$ cat config.mk
export PLATFORM = sky130hd
export DESIGN_NAME = frodo_host_bridge
export DESIGN_NICKNAME = d
export VERILOG_FILES = /design/src/rtl/frodo_host_bridge.sv
export SDC_FILE = /design/constraint.sdc
export NUM_CORES = 1
export LEC_CHECK = 0
export CELL_PAD_IN_SITES_DETAIL_PLACEMENT = 1
export CELL_PAD_IN_SITES_GLOBAL_PLACEMENT = 1
export CORE_UTILIZATION = 30
export CTS_CLUSTER_SIZE = 8
export DETAILED_ROUTE_END_ITERATION = 7
export PLACE_DENSITY = 0.64
export SLEW_MARGIN = 30
export SYNTH_ARGS = -nofsm -noshare
export SYNTH_HDL_FRONTEND = slang
export SYNTH_SLANG_ARGS = --single-unit
$ cat constraint.sdc
create_clock -name clk -period 4.1 [get_ports clk]
set_input_delay 0.41 -clock clk [delete_from_list [all_inputs] [get_ports clk]]
set_output_delay 0.41 -clock clk [all_outputs]
set_load 0.01 [all_outputs]
$ cat src/rtl/frodo_host_bridge.sv
// Host load/unload bridge for the Frodo core: streams host words into RAM64 port A0,
// kicks the core, then streams a result window back out with backpressure.
module frodo_host_bridge #(
    parameter int ADDR_W = 12,
    parameter int DATA_W = 64,
    parameter int LEN_W  = 13
) (
    input  logic              clk,
    input  logic              rstn,
    input  logic              go,
    input  logic [ADDR_W-1:0] load_base,
    input  logic [LEN_W-1:0]  load_len,
    input  logic [ADDR_W-1:0] unload_base,
    input  logic [LEN_W-1:0]  unload_len,
    input  logic [DATA_W-1:0] in_data,
    input  logic              in_valid,
    output logic              in_ready,
    output logic [DATA_W-1:0] out_data,
    output logic              out_valid,
    input  logic              out_ready,
    output logic              out_last,
    output logic              ram_we,
    output logic [ADDR_W-1:0] ram_addr,
    output logic [DATA_W-1:0] ram_din,
    input  logic [DATA_W-1:0] ram_dout,
    output logic              core_start,
    input  logic              core_done,
    output logic              busy,
    output logic              done
);

    localparam logic [2:0] S_IDLE   = 3'd0;
    localparam logic [2:0] S_LOAD   = 3'd1;
    localparam logic [2:0] S_START  = 3'd2;
    localparam logic [2:0] S_WAIT   = 3'd3;
    localparam logic [2:0] S_UNLOAD = 3'd4;
    localparam logic [2:0] S_DONE   = 3'd5;

    logic [2:0]              state, state_n;
    logic [ADDR_W-1:0]       load_base_q, unload_base_q;
    logic [LEN_W-1:0]        load_len_q, unload_len_q;
    logic [LEN_W-1:0]        cnt, rd_cnt, out_cnt;
    logic                    done_flag;
    logic                    inflight;
    logic [1:0][DATA_W-1:0]  fifo;
    logic                    wr_ptr, rd_ptr;
    logic [1:0]              occ;

    logic                    beat, pop, issue, last_beat, last_word;
    logic [1:0]              fill;

    assign in_ready   = (state == S_LOAD);
    assign beat       = in_ready && in_valid;
    assign last_beat  = beat && (cnt == load_len_q - LEN_W'(1));
    assign ram_we     = beat;
    assign ram_din    = beat ? in_data : '0;

    assign out_valid  = (occ != 2'd0);
    assign out_data   = out_valid ? fifo[rd_ptr] : '0;
    assign last_word  = (out_cnt == unload_len_q - LEN_W'(1));
    assign out_last   = out_valid && last_word;
    assign pop        = out_valid && out_ready;

    // Room check counts the word leaving this cycle so a held-high out_ready sustains 1 word/cycle.
    assign fill       = occ + {1'b0, inflight} - {1'b0, pop};
    assign issue      = (state == S_UNLOAD) && (rd_cnt < unload_len_q) && (fill < 2'd2);

    always_comb begin
        ram_addr = '0;
        if (beat)
            ram_addr = load_base_q + ADDR_W'(cnt);
        else if (issue)
            ram_addr = unload_base_q + ADDR_W'(rd_cnt);
    end

    assign core_start = (state == S_START);
    assign busy       = (state != S_IDLE);
    assign done       = (state == S_DONE);

    always_comb begin
        state_n = state;
        case (state)
            S_IDLE:   if (go) state_n = (load_len != '0) ? S_LOAD : S_START;
            S_LOAD:   if (last_beat) state_n = S_START;
            S_START:  state_n = S_WAIT;
            S_WAIT:   if (core_done || done_flag)
                          state_n = (unload_len_q != '0) ? S_UNLOAD : S_DONE;
            S_UNLOAD: if (pop && last_word) state_n = S_DONE;
            S_DONE:   state_n = S_IDLE;
            default:  state_n = S_IDLE;
        endcase
    end

    always_ff @(posedge clk or negedge rstn) begin
        if (!rstn) begin
            state         <= S_IDLE;
            load_base_q   <= '0;
            load_len_q    <= '0;
            unload_base_q <= '0;
            unload_len_q  <= '0;
            cnt           <= '0;
            rd_cnt        <= '0;
            out_cnt       <= '0;
            done_flag     <= 1'b0;
        end else begin
            state <= state_n;
            if (state == S_IDLE && go) begin
                load_base_q   <= load_base;
                load_len_q    <= load_len;
                unload_base_q <= unload_base;
                unload_len_q  <= unload_len;
                cnt           <= '0;
                rd_cnt        <= '0;
                out_cnt       <= '0;
            end else begin
                if (beat)  cnt     <= cnt + LEN_W'(1);
                if (issue) rd_cnt  <= rd_cnt + LEN_W'(1);
                if (pop)   out_cnt <= out_cnt + LEN_W'(1);
            end
            // A done that arrives while start is still high must not be lost; IDLE-time dones are dropped.
            if (state == S_START)
                done_flag <= core_done;
            else if (state != S_WAIT)
                done_flag <= 1'b0;
        end
    end

    always_ff @(posedge clk or negedge rstn) begin
        if (!rstn) begin
            inflight <= 1'b0;
            fifo     <= '0;
            wr_ptr   <= 1'b0;
            rd_ptr   <= 1'b0;
            occ      <= 2'd0;
        end else begin
            inflight <= issue;
            if (inflight) begin
                fifo[wr_ptr] <= ram_dout;
                wr_ptr       <= ~wr_ptr;
            end
            if (pop) rd_ptr <= ~rd_ptr;
            occ <= occ + {1'b0, inflight} - {1'b0, pop};
        end
    end

endmodule
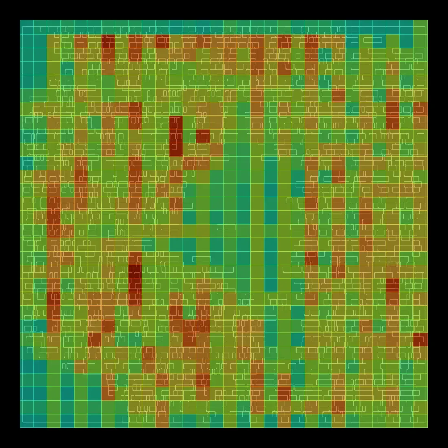
Fig. 1. Routing congestion.
met1 track utilization from global routing: 25.2%
total routing resource utilization after global routing: 18.8%
M2 GR Usage: 31.2%
most utilized layer in the global route result: met2

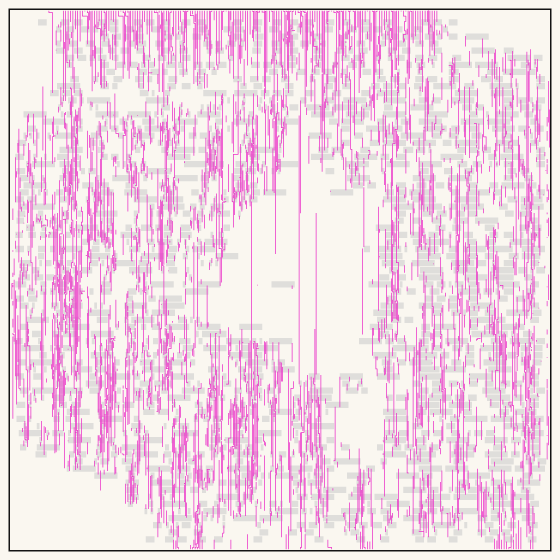
Fig. 2. The metal 2 layer.
longest straight run: 103 um
share of all routed wire: 48%
main direction: vertical
nets with wire on the layer: 1619

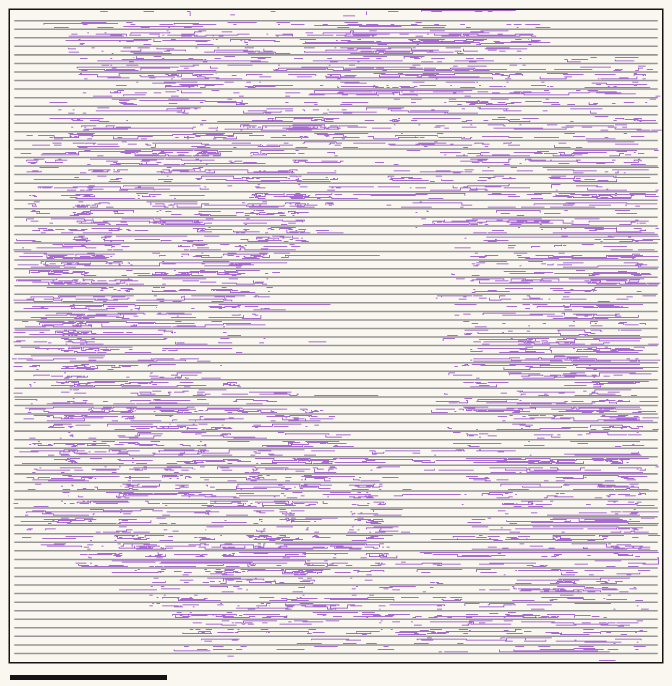
Fig. 3. Metal 1.
The bar under the picture is 50 um long. Supply wires on this layer in grey.
nets with wire on the layer: 1666
main direction: horizontal
longest straight run: 75.9 um
share of all routed wire: 46%
routed via count: 10600
routed wire length: 40.4 mm

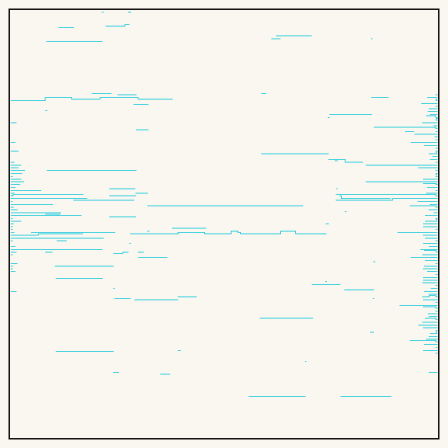
Fig. 4. M3 wires.
longest straight run: 75.2 um
nets with wire on the layer: 155
met3 demand-to-capacity share in global routing: 3.99%

==> run summary <==
Item: results of the latest flow run.

- In the final report, the number of endpoints failing setup comes to 0.
- The count of filler cells inserted in the layout is 4555.
- The worst endpoint required time is approximately 3700 ps.
- The worst setup path is captured at a primary output.
- The final clock skew is about 8.3 ps.
- STA classifies the critical path startpoint as a register.
- With fillers left out, the area of the finished cells amounts to approximately 18000 um2.
- Per the cell usage report, the commonest logic cell in the layout is sky130_fd_sc_hd__clkdlybuf4s50_1.
- The number of buffers on the longest clock path is 3.
- RePlAce ended its routability-driven mode at a weighted congestion of around 0.85.
- In the post-synthesis netlist, the biggest area contributors are sky130_fd_sc_hd__dfrtp_1 45%, sky130_fd_sc_hd__mux2_2 11%, sky130_fd_sc_hd__mux2i_1 5.7%, sky130_fd_sc_hd__nand2_1 4.9%, sky130_fd_sc_hd__ha_1 4.2%.
- The total negative setup slack is 0 ps.
- The buffering stage count on the worst path with inverters included is 1.
- According to the dpl log, the detail-placed design has an HPWL of approximately 29 mm.
- The tightest hold path in the finished design has a slack of 430 ps.
- The proportion of synthesized chip area in sequential cells is roughly 45%.
- The number of nets in the synthesized netlist is approximately 1500.
- The synthesis stat section lists a flop and latch total of roughly 230.
- The number of hold violations in the final report is 0.
- Synthesis instantiated about 75 different standard cells from the library.
- The TritonCTS clock tree is built.
- The placed instances occupy a cell area of ~17000 um2.
- The overall overflow remaining after global route is 0.
- The global-route wire length before repair is 64.4 mm.
- The cell sequence reported for the critical path is ha_1, a21o_1, a21o_1, a2111oi_0, o31ai_1, o41ai_1, xnor2_1, o22ai_1, dlygate4sd2_1.
- In the hold report, the worst path ends at load_base_q[4].
- The routed wire length on met3 is 1.93 mm.
- The top-level port count is about 330.
- The synthesis area per yosys is roughly 13000 um2.
- The worst path uses between 90% and 100% of the clock period.
- The final critical delay including setup and external delays is 3920 ps.
- sky130_fd_sc_hd__dfrtp_1 takes more of the synthesized area than any other cell.
- The startpoint of the most critical hold path is load_base[4].
- Entering global routing, the biggest net connects 108 pins.
- The analysis attributes to cell leakage a power of about 0.0080 uW.
- The number of maximum-capacitance constraint violations is 0.
- Measured on the finished design, the core utilization comes to about 43%.
- Compared with the post-synthesis result, the final layout area differs by 39.0%.
- The synthesized design contains 0 enable-type register cells.
- The longest individual stage delay on the worst path is ~670 ps.
- The cell count listed in synth_stat.txt is about 1300.
- The via count of the first global-routing pass came to around 11000.
- The cell repeated most along the worst path is sky130_fd_sc_hd__a21o_1.
- The highest clock rate this design can be run at is approximately 0.25 GHz.
- The CTS report gives the tree buffer count as 34.
- The die span in x is approximately 210 um.
- The CTS sink count is about 230.
- The transition time at the pin with the least slew margin is around 960 ps.
- In the layout the commonest cells are 317 x sky130_fd_sc_hd__clkdlybuf4s50_1, 225 x sky130_fd_sc_hd__dfrtp_1, 162 x sky130_fd_sc_hd__nand2_1.
- The tightest min-delay check is of the input port to register type.
- The post-detailed-route via-to-cell ratio is 4.99.
- The clock transition at the registers of the reported paths is 50 ps.
- By instance count, the leading cell after synthesis is sky130_fd_sc_hd__dfrtp_1.
- Among cell families on the critical path, the largest total delay comes from AND-OR/OR-AND gates.
- The path type of the worst setup path is register to primary output.
- The run finished with clean final reports.
- The commonest register cell after synthesis is sky130_fd_sc_hd__dfrtp_1.
- The synthesis report lists the Yosys warning total as 0.
- The critical path ends at ram_addr[11].
- In the final routed layout, each cell accounts on average for roughly 19 um.
- The endpoint of the worst register-to-register path is rd_cnt[4].
- In the final layout, the share of cells above drive strength 1 is 14.3%.
- Per the OpenROAD floorplan log, the area of the core is about 41000 um2.
- Dividing total power by cell area gives a power density of between 600 and 700 nW/um2.
- The relative slew slack is between 30% and 40%.
- The cell sitting at the root of the clock tree is a sky130_fd_sc_hd__clkbuf_16.
- The stage-log warning count is 29.
- The combined area of all synthesized cells is about 13000 um2.
- The setup slack on the worst flop-to-flop path is ~1100 ps.
- The number of slew-limit violations in the final report is 0.
- Among all stages on the critical path, the largest delay is contributed by sky130_fd_sc_hd__a2111oi_0.
- The initial cell density of the core is between 30% and 40%.
- The number of port buffers is between 300 and 400.
- After detailed routing, the wire length on met1 is between 15 and 20 mm.
- The detailed router reports a met2 wire length of 19.2 mm.
- Setup repair after global routing left no endpoint under its margin.
- The number of design rule violations left after detail routing is 0.
- According to the floorplan log, the row count is 74.
- The later pin in the worst-skew pair is clocked with a latency of 510 ps.
- The arrival time of data at the critical path endpoint is 3510 ps.
- The number of cells on the worst hold path is 3.
- The antenna cell count is 0.
- Averaged over all synthesized cells, the footprint is ~10 um2.
- The number of cells on the critical path is 9.
- Per the log, the first TritonRoute iteration ended with a DRC count of 413.
- The H-tree depth is 2.
- The overall die height is approximately 210 um.
- The startpoint of the most critical setup path is rd_cnt[1].
- The share of flip-flops with an asynchronous set or reset is 100%.
- The highest net fanout along the worst path is 6.
- The highest supply drop recorded on VDD is between 300 and 400 uV.
- The synthesis run shows the most used standard cells to be 226 x sky130_fd_sc_hd__dfrtp_1, 164 x sky130_fd_sc_hd__nand2_1, 129 x sky130_fd_sc_hd__mux2_2, 110 x sky130_fd_sc_hd__nor2_1, 74 x sky130_fd_sc_hd__and3_1.
- The instance tally after logic synthesis is between 1000 and 1500.
- The number of antenna violations at the first check in global routing is 9.
- The area fraction of the largest cell type after synthesis is about 45%.
- The launch point of the worst register-to-register path is recorded as occ[1].
- The path depth of the worst reg2reg path is 13.
- According to the floorplan report, the total die area is ~43000 um2.
- For this run, the post-layout net count is between 1500 and 2000.
- Per the post-route antenna check, the number of violating nets is 0.
- The number of detailed-route iterations in the first pass is 4.
- In this run the top signal layer used is met5.
[report_power, final]
part	internal, uW	switching, uW	total, uW
clock network	1540	993	2530
registers	3010	569	3570
logic	2840	2300	5130
total	7380	3860	11200
[per-stage QoR]
| stage | setup WS (ps) | std cells | power [uW] |
|---|---|---|---|
| finish | 178 | 2117 | 11200 |
| global route | 0.502 | 2117 | 12000 |
| CTS | 37.4 | 2116 | 11400 |
| detailed placement | 70.0 | 2071 | 8770 |
| global placement | 120 | 2071 | 8630 |
| floorplan | 854 | 1254 | 6270 |
[logic make-up (layout without fill, tap and decap cells)]
logic type,after synthesis,in the layout,share of synthesized area (%)
buffers and inverters,103,434,3.12
and+or+nand+nor,468,468,18.2
muxes,202,202,17.3
DFF,226,226,44.7
AOI/OAI and AO/OA,144,144,7.52
xor gates and xnor gates,67,67,4.78
adders and majority gates,44,44,4.47
[what timing repair did]
| action | CTS | global route |
|---|---|---|
| pin swaps | 0 | 1 |
| buffers inserted | 2 | 1 |
| hold endpoints to repair | 81 | 0 |
| hold buffers | 1 | 0 |
| resized | 16 | 11 |
| endpoints found under the setup margin | 12 | 10 |
[layout make-up]
class	count	area [um2]	share of cell area, %
multi-input combinational	925	6680	38.0
sequential	226	5660	32.2
timing repair buffer	356	3520	20.0
clock buffer	40	905	5.14
tap	532	666	3.78
inverter	36	135	0.768
clock inverter	2	32.5	0.185
[registers in the layout, summed over array words and instances (netlist names)]
signal / cells
out_cnt: 13
done_flag: 1
load_base_q: 12
load_len_q: 13
rd_cnt: 13
cnt: 13
unload_base_q: 12
wr_ptr: 1
fifo: 128
rd_ptr: 1
unload_len_q: 13
state: 3
occ: 2
inflight: 1
No activity file was given, so power comes from the tool's default toggle rates.
